[src/rtl/run_detect_pkg.sv]
// Shared types, default sizing and helpers for the run_detect_ctrl block.
// State encodings are plain constants so older tools and checkers can bind to them.
package run_detect_pkg;

   localparam int LEN_W_DEF   = 4;
   localparam int WIN_W_DEF   = 8;
   localparam int WIN_MAX_DEF = 200;

   localparam logic [1:0] ST_IDLE   = 2'd0;
   localparam logic [1:0] ST_RUN    = 2'd1;
   localparam logic [1:0] ST_REPORT = 2'd2;

   typedef enum logic [1:0] {
      IDLE   = ST_IDLE,
      RUN    = ST_RUN,
      REPORT = ST_REPORT
   } state_e;

   // A requested length of zero is treated as a run of one bit.
   function automatic logic [31:0] clamp_len(input logic [31:0] len);
      return (len == 32'd0) ? 32'd1 : len;
   endfunction

endpackage

[src/rtl/run_sat_counter.sv]
// Saturating up-counter with synchronous clear and asynchronous active-high reset.
module run_sat_counter #(
   parameter int W = 4
) (
   input  logic         clk,
   input  logic         reset,
   input  logic         clr,
   input  logic         inc,
   output logic [W-1:0] count
);

   always_ff @(posedge clk or posedge reset) begin
      if (reset) begin
         count <= '0;
      end else if (clr) begin
         count <= '0;
      end else if (inc && !(&count)) begin
         count <= count + 1'b1;
      end
   end

endmodule

[src/rtl/run_detect_ctrl.sv]
// Armed, windowed consecutive-ones run detector with a valid/ready result port.
// Optional hit statistics counter is enabled by defining RUN_STATS_EN.
//
// Response handshake: rsp_valid rises on entry to REPORT and the result fields stay
// frozen until a cycle with rsp_valid && rsp_ready (the transfer); abort drops it.
module run_detect_ctrl
   import run_detect_pkg::*;
#(
   parameter int LEN_W   = LEN_W_DEF,
   parameter int WIN_W   = WIN_W_DEF,
   parameter int WIN_MAX = WIN_MAX_DEF
) (
   input  logic             clk,
   input  logic             reset,
   input  logic             x,
   input  logic             start,
   input  logic [LEN_W-1:0] cfg_len,
   input  logic             abort,
   input  logic             rsp_ready,
   output logic             busy,
   output logic             rsp_valid,
   output logic             rsp_hit,
   output logic [WIN_W-1:0] rsp_pos,
   output logic             detect,
`ifdef RUN_STATS_EN
   output logic [15:0]      hit_count,
`endif
   output logic [1:0]       dbg_state
);

   localparam logic [WIN_W-1:0] WIN_LAST = WIN_W'(WIN_MAX - 1);

   logic [1:0]       state_q;
   logic [LEN_W-1:0] len_q;
   logic [LEN_W-1:0] run_cnt;
   logic [LEN_W-1:0] run_nx;
   logic [WIN_W-1:0] win_cnt;
   logic             in_idle;
   logic             in_run;
   logic             in_report;
   logic             accept;
   logic             hit;
   logic             timeout;
   logic             xfer;

   assign in_idle   = (state_q == ST_IDLE);
   assign in_run    = (state_q == ST_RUN);
   assign in_report = (state_q == ST_REPORT);
   assign dbg_state = state_q;

   // abort also suppresses a start presented in IDLE
   assign accept  = in_idle && start && !abort;
   assign run_nx  = x ? ((&run_cnt) ? run_cnt : run_cnt + 1'b1) : '0;
   assign hit     = in_run && x && (run_nx >= len_q);
   assign timeout = in_run && (win_cnt == WIN_LAST);
   assign xfer    = in_report && rsp_ready && !abort;

   run_sat_counter #(.W(LEN_W)) u_run_cnt (
      .clk   (clk),
      .reset (reset),
      .clr   (accept || (in_run && !x)),
      .inc   (in_run && x),
      .count (run_cnt)
   );

`ifdef RUN_STATS_EN
   run_sat_counter #(.W(16)) u_hit_cnt (
      .clk   (clk),
      .reset (reset),
      .clr   (1'b0),
      .inc   (xfer && rsp_hit),
      .count (hit_count)
   );
`endif

   always_ff @(posedge clk or posedge reset) begin
      if (reset) begin
         state_q   <= ST_IDLE;
         len_q     <= '0;
         win_cnt   <= '0;
         busy      <= 1'b0;
         rsp_valid <= 1'b0;
         rsp_hit   <= 1'b0;
         rsp_pos   <= '0;
         detect    <= 1'b0;
      end else begin
         case (state_q)
            ST_IDLE: begin
               if (accept) begin
                  state_q <= ST_RUN;
                  busy    <= 1'b1;
                  len_q   <= LEN_W'(clamp_len(32'(cfg_len)));
                  win_cnt <= '0;
               end
            end
            ST_RUN: begin
               if (abort) begin
                  state_q <= ST_IDLE;
                  busy    <= 1'b0;
               end else if (hit) begin
                  // a hit on the last window cycle still reports as a hit
                  state_q   <= ST_REPORT;
                  rsp_valid <= 1'b1;
                  rsp_hit   <= 1'b1;
                  rsp_pos   <= win_cnt;
                  detect    <= 1'b1;
               end else if (timeout) begin
                  state_q   <= ST_REPORT;
                  rsp_valid <= 1'b1;
                  rsp_hit   <= 1'b0;
                  rsp_pos   <= WIN_LAST;
               end else begin
                  win_cnt <= win_cnt + 1'b1;
               end
            end
            ST_REPORT: begin
               detect <= 1'b0;
               if (abort || rsp_ready) begin
                  state_q   <= ST_IDLE;
                  busy      <= 1'b0;
                  rsp_valid <= 1'b0;
                  rsp_hit   <= 1'b0;
                  rsp_pos   <= '0;
               end
            end
            default: begin
               state_q   <= ST_IDLE;
               busy      <= 1'b0;
               rsp_valid <= 1'b0;
               rsp_hit   <= 1'b0;
               rsp_pos   <= '0;
               detect    <= 1'b0;
            end
         endcase
      end
   end

endmodule

[config.mk]
export PLATFORM = sky130hd
export DESIGN_NAME = run_detect_ctrl
export DESIGN_NICKNAME = d
export VERILOG_FILES = /design/src/rtl/run_detect_pkg.sv /design/src/rtl/run_sat_counter.sv /design/src/rtl/run_detect_ctrl.sv
export SDC_FILE = /design/constraint.sdc
export NUM_CORES = 1
export LEC_CHECK = 0
export CAP_MARGIN = 20
export CORE_MARGIN = 4
export CORE_UTILIZATION = 25
export DETAILED_ROUTE_END_ITERATION = 12
export GPL_TIMING_DRIVEN = 0
export REMOVE_ABC_BUFFERS = 1
export SLEW_MARGIN = 20
export SYNTH_ARGS = -nofsm -noshare
export SYNTH_HDL_FRONTEND = slang
export SYNTH_SLANG_ARGS = --single-unit
[constraint.sdc]
create_clock -name clk -period 2.95 [get_ports clk]
set_input_delay 0.4425 -clock clk [delete_from_list [all_inputs] [get_ports clk]]
set_output_delay 0.4425 -clock clk [all_outputs]
set_load 0.02 [all_outputs]
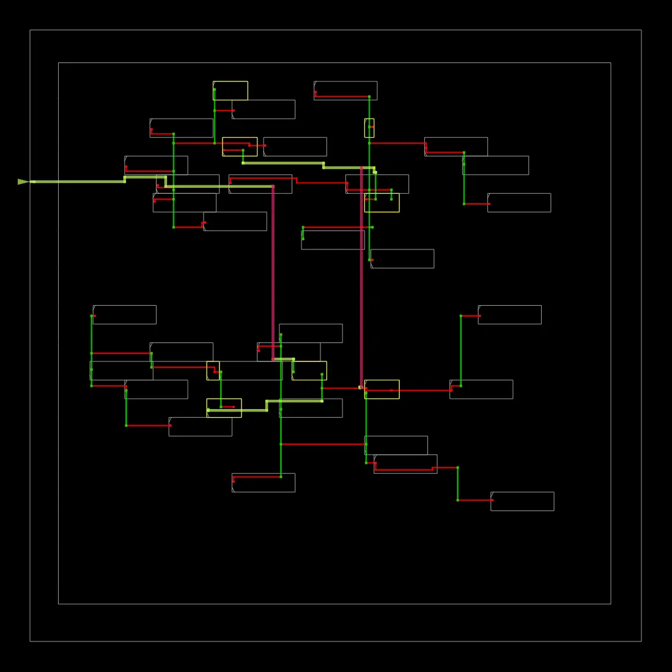
Run 1: clock nets
total clock sinks: 30
count of clock-net buffers in the final layout: 7

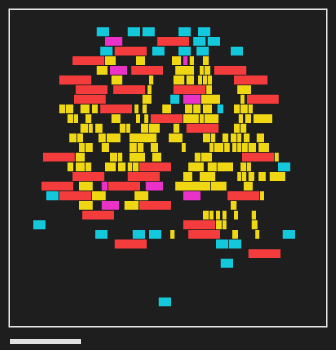
Run 1: cell classes on the final placement
Bar = 20 um.
remaining buffers and delay cells: shown in cyan, cells 25, share of their area 12%. registers: shown in red, cells 30, share of their area 38%. remaining logic cells: shown in yellow, cells 134, share of their area 45%. clock drivers and dummy loads: shown in magenta, cells 8, share of their area 4.6%.
final design area excluding fillers: 0.00207 mm2
core region area: 0.00635 mm2

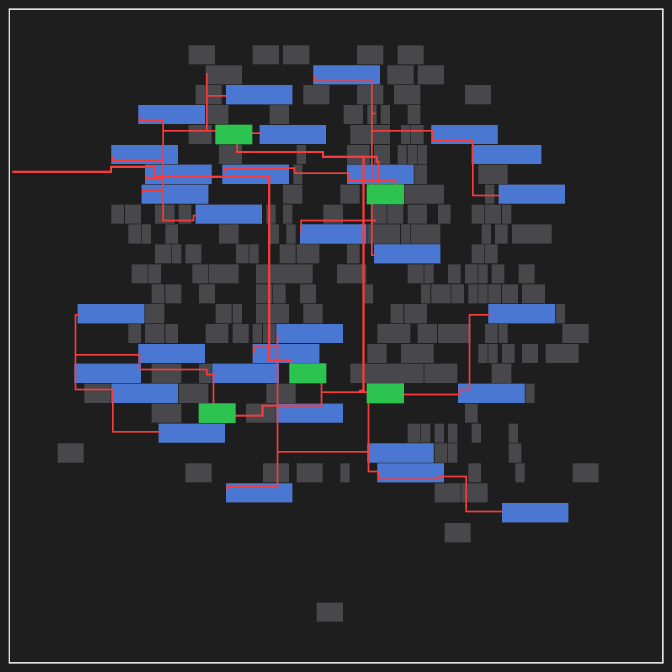
Run 1: clock wires, drivers and flops
flip-flops: shown in blue, count 30. clock-net drivers: shown in green, count 5. clock wires: shown in red, length 482 um.
There are 6 routed clock nets.
Clock group: 0.348 mW
clock power share: 0.270
clock skew after layout: 0.0133 ns

==> out/writeup.txt, run 1 <==
Measured in cells, the most critical reg-to-reg path has a length of 10. The worst setup path is captured at a flop. After detailed routing, the average wire length per cell comes to 13.8 um. The number of stages on the worst hold path came out at 1. The run gives 0.544 as the max-slew headroom at the worst pin. Global-route wire length before repair: 6620 um.

The share of synthesized area occupied by flip-flops and latches is 0.457. The met1 capacity usage during global routing came out at 0.135. For this run, the slowest stage of the critical path takes 0.59 ns. In the final routing, the length of wire on met1 measures 1740 um.

The flow reports an fmax of 364 MHz. The tools report the root cell of the clock tree as sky130_fd_sc_hd__clkbuf_8. The share of the core filled with cells is 0.326. The layout cell share with drive strength beyond 1 is 0.142. For the finished layout, the period the worst path requires is 2.74 ns. The leakage component of the power was reported as 0.897 nW. Counting tap cells, the placed design contains a total of 265 instances.

The tools report the total negative slack as 0 ns. Post-CTS repair ended up resizing 0 cells. At the end of routability-driven placement, the weighted congestion stood at 0.793. The end-of-flow timing check tallies setup violations at 0. After technology mapping, the gate count stands at 169. At the end of the flow, the number of nets in the layout was 212. At the worst endpoint, the required time is 3.16 ns. The total cells reported by yosys after synthesis came out at 169. Sort of element at the start of the critical path: a flop. The chip area line in the Yosys stat output reads 0.00164 mm2. The detail-routed via count per cell is 4.96, and the worst hold slack is 0.479 ns. The skew report gives the latency at the later pin of the worst-skew pair as 0.29 ns. Setup repair after global routing left no endpoint under its margin. The post-CTS setup-driven buffer insertion count was 0; the critical path buffer and inverter count was 0. The overall global routing resource usage came out at 0.108. Yosys attributes the largest share of cell area to sky130_fd_sc_hd__dfrtp_1, sky130_fd_sc_hd__ha_1, sky130_fd_sc_hd__o21ai_0, sky130_fd_sc_hd__nor2_1, sky130_fd_sc_hd__o221a_1. The clock passes through at most 2 buffers. Per the synthesis report, the dominant area consumer among library cells is sky130_fd_sc_hd__dfrtp_1.

0 antenna diodes ended up in the layout. The run gives 0.21 ns for the setup slack of the worst register-to-register path. Class of the most critical hold timing path: reg2reg.

The flow ran to the end, and the final reports show no timing, DRC or antenna violations. The tools report the number of cell rows as 29. The most crowded layer after global routing was met2. Startpoint-to-endpoint class of the critical path: reg2reg. The synthesized area per cell is 9.73 um2, and the post-synthesis cell type count is 43. With the share of flip-flops with an asynchronous set or reset after synthesis at 1.00, the remaining antenna violation count after routing is 0.
## run 1: registers in the layout (all words and copies together) (netlist names)
name	flops
busy	1
dbg_state	2
detect	1
len_q	4
rsp_hit	1
rsp_pos	8
rsp_valid	1
u_run_cnt.count	4
win_cnt	8
## run 1: where the power goes
part	internal, mW	switching (mW)
Clock	0.188	0.160
Sequential	0.479	0.0547
Combinational	0.201	0.207
Total	0.867	0.421
## run 1: area by class of cell
class,instances,area share
tap,77,0.0465
clock buffer,7,0.0417
inverter,10,0.0181
sequential,30,0.363
timing repair buffer,25,0.117
clock inverter,1,0.00242
multi-input combinational,124,0.411
## run 1: Yosys cell counts, types with 2 or more instances
| library cell | count |
|---|---|
| sky130_fd_sc_hd__inv_1 | 9 |
| sky130_fd_sc_hd__o31ai_1 | 4 |
| sky130_fd_sc_hd__nand2b_1 | 3 |
| sky130_fd_sc_hd__or4_4 | 2 |
| sky130_fd_sc_hd__and3_1 | 5 |
| sky130_fd_sc_hd__a211oi_1 | 2 |
| sky130_fd_sc_hd__nor4_1 | 3 |
| sky130_fd_sc_hd__a31oi_1 | 4 |
| sky130_fd_sc_hd__ha_1 | 6 |
| sky130_fd_sc_hd__nor3_1 | 3 |
| sky130_fd_sc_hd__nand2_1 | 14 |
| sky130_fd_sc_hd__dfrtp_1 | 30 |
| sky130_fd_sc_hd__a21o_1 | 4 |
| sky130_fd_sc_hd__nand3_1 | 7 |
| sky130_fd_sc_hd__o221a_1 | 5 |
| sky130_fd_sc_hd__a21oi_1 | 8 |
| sky130_fd_sc_hd__nor2b_1 | 2 |
| sky130_fd_sc_hd__nor2_1 | 15 |
| sky130_fd_sc_hd__a22o_1 | 3 |
| sky130_fd_sc_hd__clkbuf_1 | 3 |
| sky130_fd_sc_hd__o21ai_0 | 14 |
| sky130_fd_sc_hd__or2_2 | 2 |
## run 1: cells in the final DEF (no fill, tap or decap), drive strengths merged, types with 5 or more instances in the layout
cell and count:
nor2 16, o31ai 5, o21ai 15, dfrtp 30, and3 5, clkdlybuf4s50 23
inv 10, nand2 14, nand3 7, o221a 6, a21oi 8, clkbuf 7
ha 6
## run 1: final timing paths
kind,startpoint,to
min,rsp_hit$_DFFE_PP0P_,rsp_hit$_DFFE_PP0P_
min reg2reg,rsp_hit$_DFFE_PP0P_,rsp_hit$_DFFE_PP0P_
max in group asynchronous,reset,u_run_cnt.count[0]$_DFFE_PP0P_
min in group asynchronous,reset,len_q[2]$_DFFE_PP0P_
max reg2reg,u_run_cnt.count[1]$_DFFE_PP0P_,rsp_pos[2]$_DFFE_PP0P_
max,u_run_cnt.count[1]$_DFFE_PP0P_,rsp_pos[2]$_DFFE_PP0P_
## run 1: logic make-up (layout without fill, tap and decap cells)
kind of cell | count (synthesis) | in the layout | synth area share
DFF | 30 | 30 | 0.457
muxes | 1 | 1 | 0.00685
xor gates and xnor gates | 1 | 1 | 0.00533
adders and majority gates | 6 | 6 | 0.0457
AOI/OAI and AO/OA | 55 | 55 | 0.257
buffers and inverters | 15 | 43 | 0.0396
and+or+nand+nor | 61 | 61 | 0.189
==> run 1 -> run 2 <==
--- a/config.mk
+++ b/config.mk
@@ -9,6 +9,7 @@
 export CORE_MARGIN = 4
 export CORE_UTILIZATION = 25
 export DETAILED_ROUTE_END_ITERATION = 12
+export GPL_ROUTABILITY_DRIVEN = 0
 export GPL_TIMING_DRIVEN = 0
 export REMOVE_ABC_BUFFERS = 1
 export SLEW_MARGIN = 20
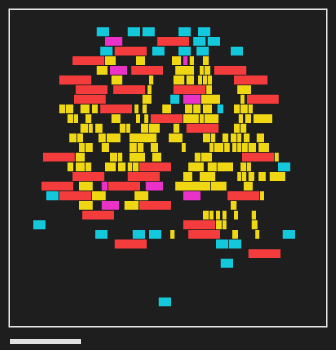
Run 2: cell classes on the final placement
Bar = 20 um.
registers: shown in red, cells 30, share of their area 38%. remaining buffers and delay cells: shown in cyan, cells 25, share of their area 12%. clock drivers and dummy loads: shown in magenta, cells 8, share of their area 4.6%. remaining logic cells: shown in yellow, cells 134, share of their area 45%.
proportion of cell area occupied by registers: 0.363
Layout Utilization: 0.326
Row Count: 29

==> run 2 against run 1 <==
Net effect: wire length unchanged; register-to-register slack about the same; non-clock buffer count unchanged; first-iteration DRC count unchanged; hold slack unchanged; count of clock-buffer cells in the layout unchanged; largest cell class unchanged; largest power group unchanged.
==> out/writeup.txt, run 2 <==
Number of stages on the worst hold path: 1 (unchanged). The share of flip-flops with an asynchronous set or reset after synthesis works out to 1.00 (unchanged). The run gives 212 (unchanged) for the net count of the finished layout.

The minimum clock period was 2.74 ns (unchanged). The run gives 0.59 ns (about the same) for the biggest cell delay along the critical path. The most frequent logic cell in the layout was sky130_fd_sc_hd__dfrtp_1 (unchanged). Root cell of the clock tree: sky130_fd_sc_hd__clkbuf_8 (unchanged). The length in cells of the worst reg-to-reg path is 10 (unchanged). The detail-routed via count per cell came out at 4.96 (unchanged). Class of the most critical hold timing path: reg2reg (unchanged).

For the post-synthesis chip area from yosys, the log shows 0.00164 mm2 (unchanged). The combinational share of power was 0.316 (about the same). The maximum buffer depth of the clock tree is 2 (unchanged). The tools report the post-synthesis cell type count as 43 (unchanged). Most used standard cells in the synthesized netlist: sky130_fd_sc_hd__dfrtp_1, sky130_fd_sc_hd__nor2_1, sky130_fd_sc_hd__nand2_1, sky130_fd_sc_hd__o21ai_0, sky130_fd_sc_hd__inv_1 (unchanged).

The run finished with clean final reports. The gate count of the mapped netlist is 169 (unchanged), and the fraction of the mapped netlist area in simple logic gates is 0.189 (unchanged). The post-placement cell count is 265 (unchanged). The sort of element at the start of the critical path is a flop (unchanged). The tools report the overall global routing resource usage as 0.108 (unchanged). With the adder-cell share of the synthesized area at 0.0457 (unchanged), the final setup skew is 0.0133 ns (unchanged). The largest area contributor in the netlist is sky130_fd_sc_hd__dfrtp_1 (unchanged). The remaining antenna violation count after routing came out at 0 (unchanged).

The net switching share of the total power came out at 0.327 (unchanged). For the total cells reported by yosys after synthesis, the log shows 169 (unchanged).
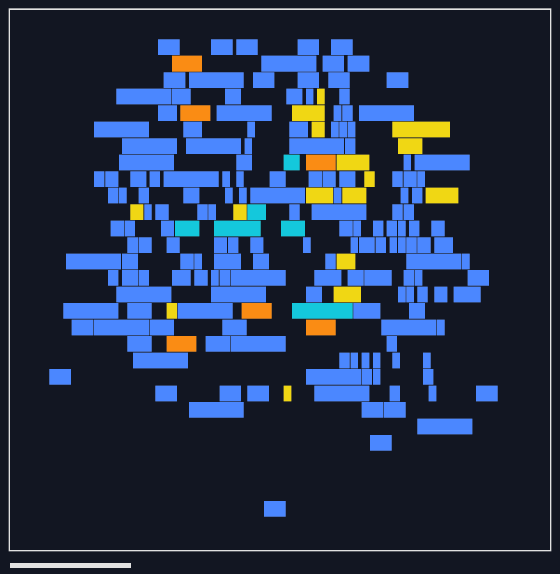
Run 2: cells by drive strength
Bar = 20 um.
x6 and larger: shown in orange, cells 6, share 3.0%, most used clkbuf_8. x3 and x4: shown in cyan, cells 6, share 3.0%, most used or4_4. x1 and smaller: shown in blue, cells 169, share 86%, most used dfrtp_1. x2: shown in yellow, cells 16, share 8.1%.

==> run 2: layout make-up <==
cell class / instances / area (um2)
inverter: 10 / 37.5
clock inverter: 1 / 5.00
fill: 667 / 4280
clock buffer: 7 / 86.3
tap: 77 / 96.3
sequential: 30 / 752
multi-input combinational: 124 / 852
timing repair buffer: 25 / 243
==> run 2: per-layer routing <==
layer	part of all wire	global-route usage	vias to the layer above
met5	0	0	-
met4	0.015	0.0406	0
met3	0.033	0.0350	4
met2	0.49	0.172	16
met1	0.46	0.135	662
li1	-	-	678
==> run 2: repair_timing <==
item                                    in CTS  in global routing
endpoints found under the setup margin       0                 15
gates resized                                0                  5
setup buffers                                0                  1
==> run 2: power by group through the flow <==
stage	registers, mW	logic [mW]	clock network [mW]
2_1_floorplan	0.578	0.200	0
3_3_place_gp	0.539	0.386	0
3_5_place_dp	0.541	0.392	0
4_1_cts	0.534	0.393	0.359
5_1_grt	0.547	0.455	0.377
6_report	0.533	0.407	0.348
==> run 2: cell families (layout without fill, tap and decap cells) <==
logic type,after synthesis,after routing
AOI/OAI and AO/OA,55,55
xor gates and xnor gates,1,1
adders and majority gates,6,6
buffers and inverters,15,43
DFF,30,30
muxes,1,1
and+or+nand+nor,61,61
==> run 2: metrics by stage <==
stage / TNS (ns) / hold WS [ns]
finish: 0 / 0.479
global route: 0 / 0.514
CTS: 0 / 0.486
detailed placement: 0 / 0.473
global placement: -0.179 / 0.463
floorplan: 0 / 0.468
==> run 2: worst paths after layout <==
| path | to | slack [ns] | startpoint |
|---|---|---|---|
| max | rsp_pos[2]$_DFFE_PP0P_ | 0.21 | u_run_cnt.count[1]$_DFFE_PP0P_ |
| min | rsp_hit$_DFFE_PP0P_ | 0.48 | rsp_hit$_DFFE_PP0P_ |
| max reg2reg | rsp_pos[2]$_DFFE_PP0P_ | 0.21 | u_run_cnt.count[1]$_DFFE_PP0P_ |
| min reg2reg | rsp_hit$_DFFE_PP0P_ | 0.48 | rsp_hit$_DFFE_PP0P_ |
| max in group asynchronous | u_run_cnt.count[0]$_DFFE_PP0P_ | 1.90 | reset |
| min in group asynchronous | len_q[2]$_DFFE_PP0P_ | 0.58 | reset |
Power and IR drop assume default switching activity.
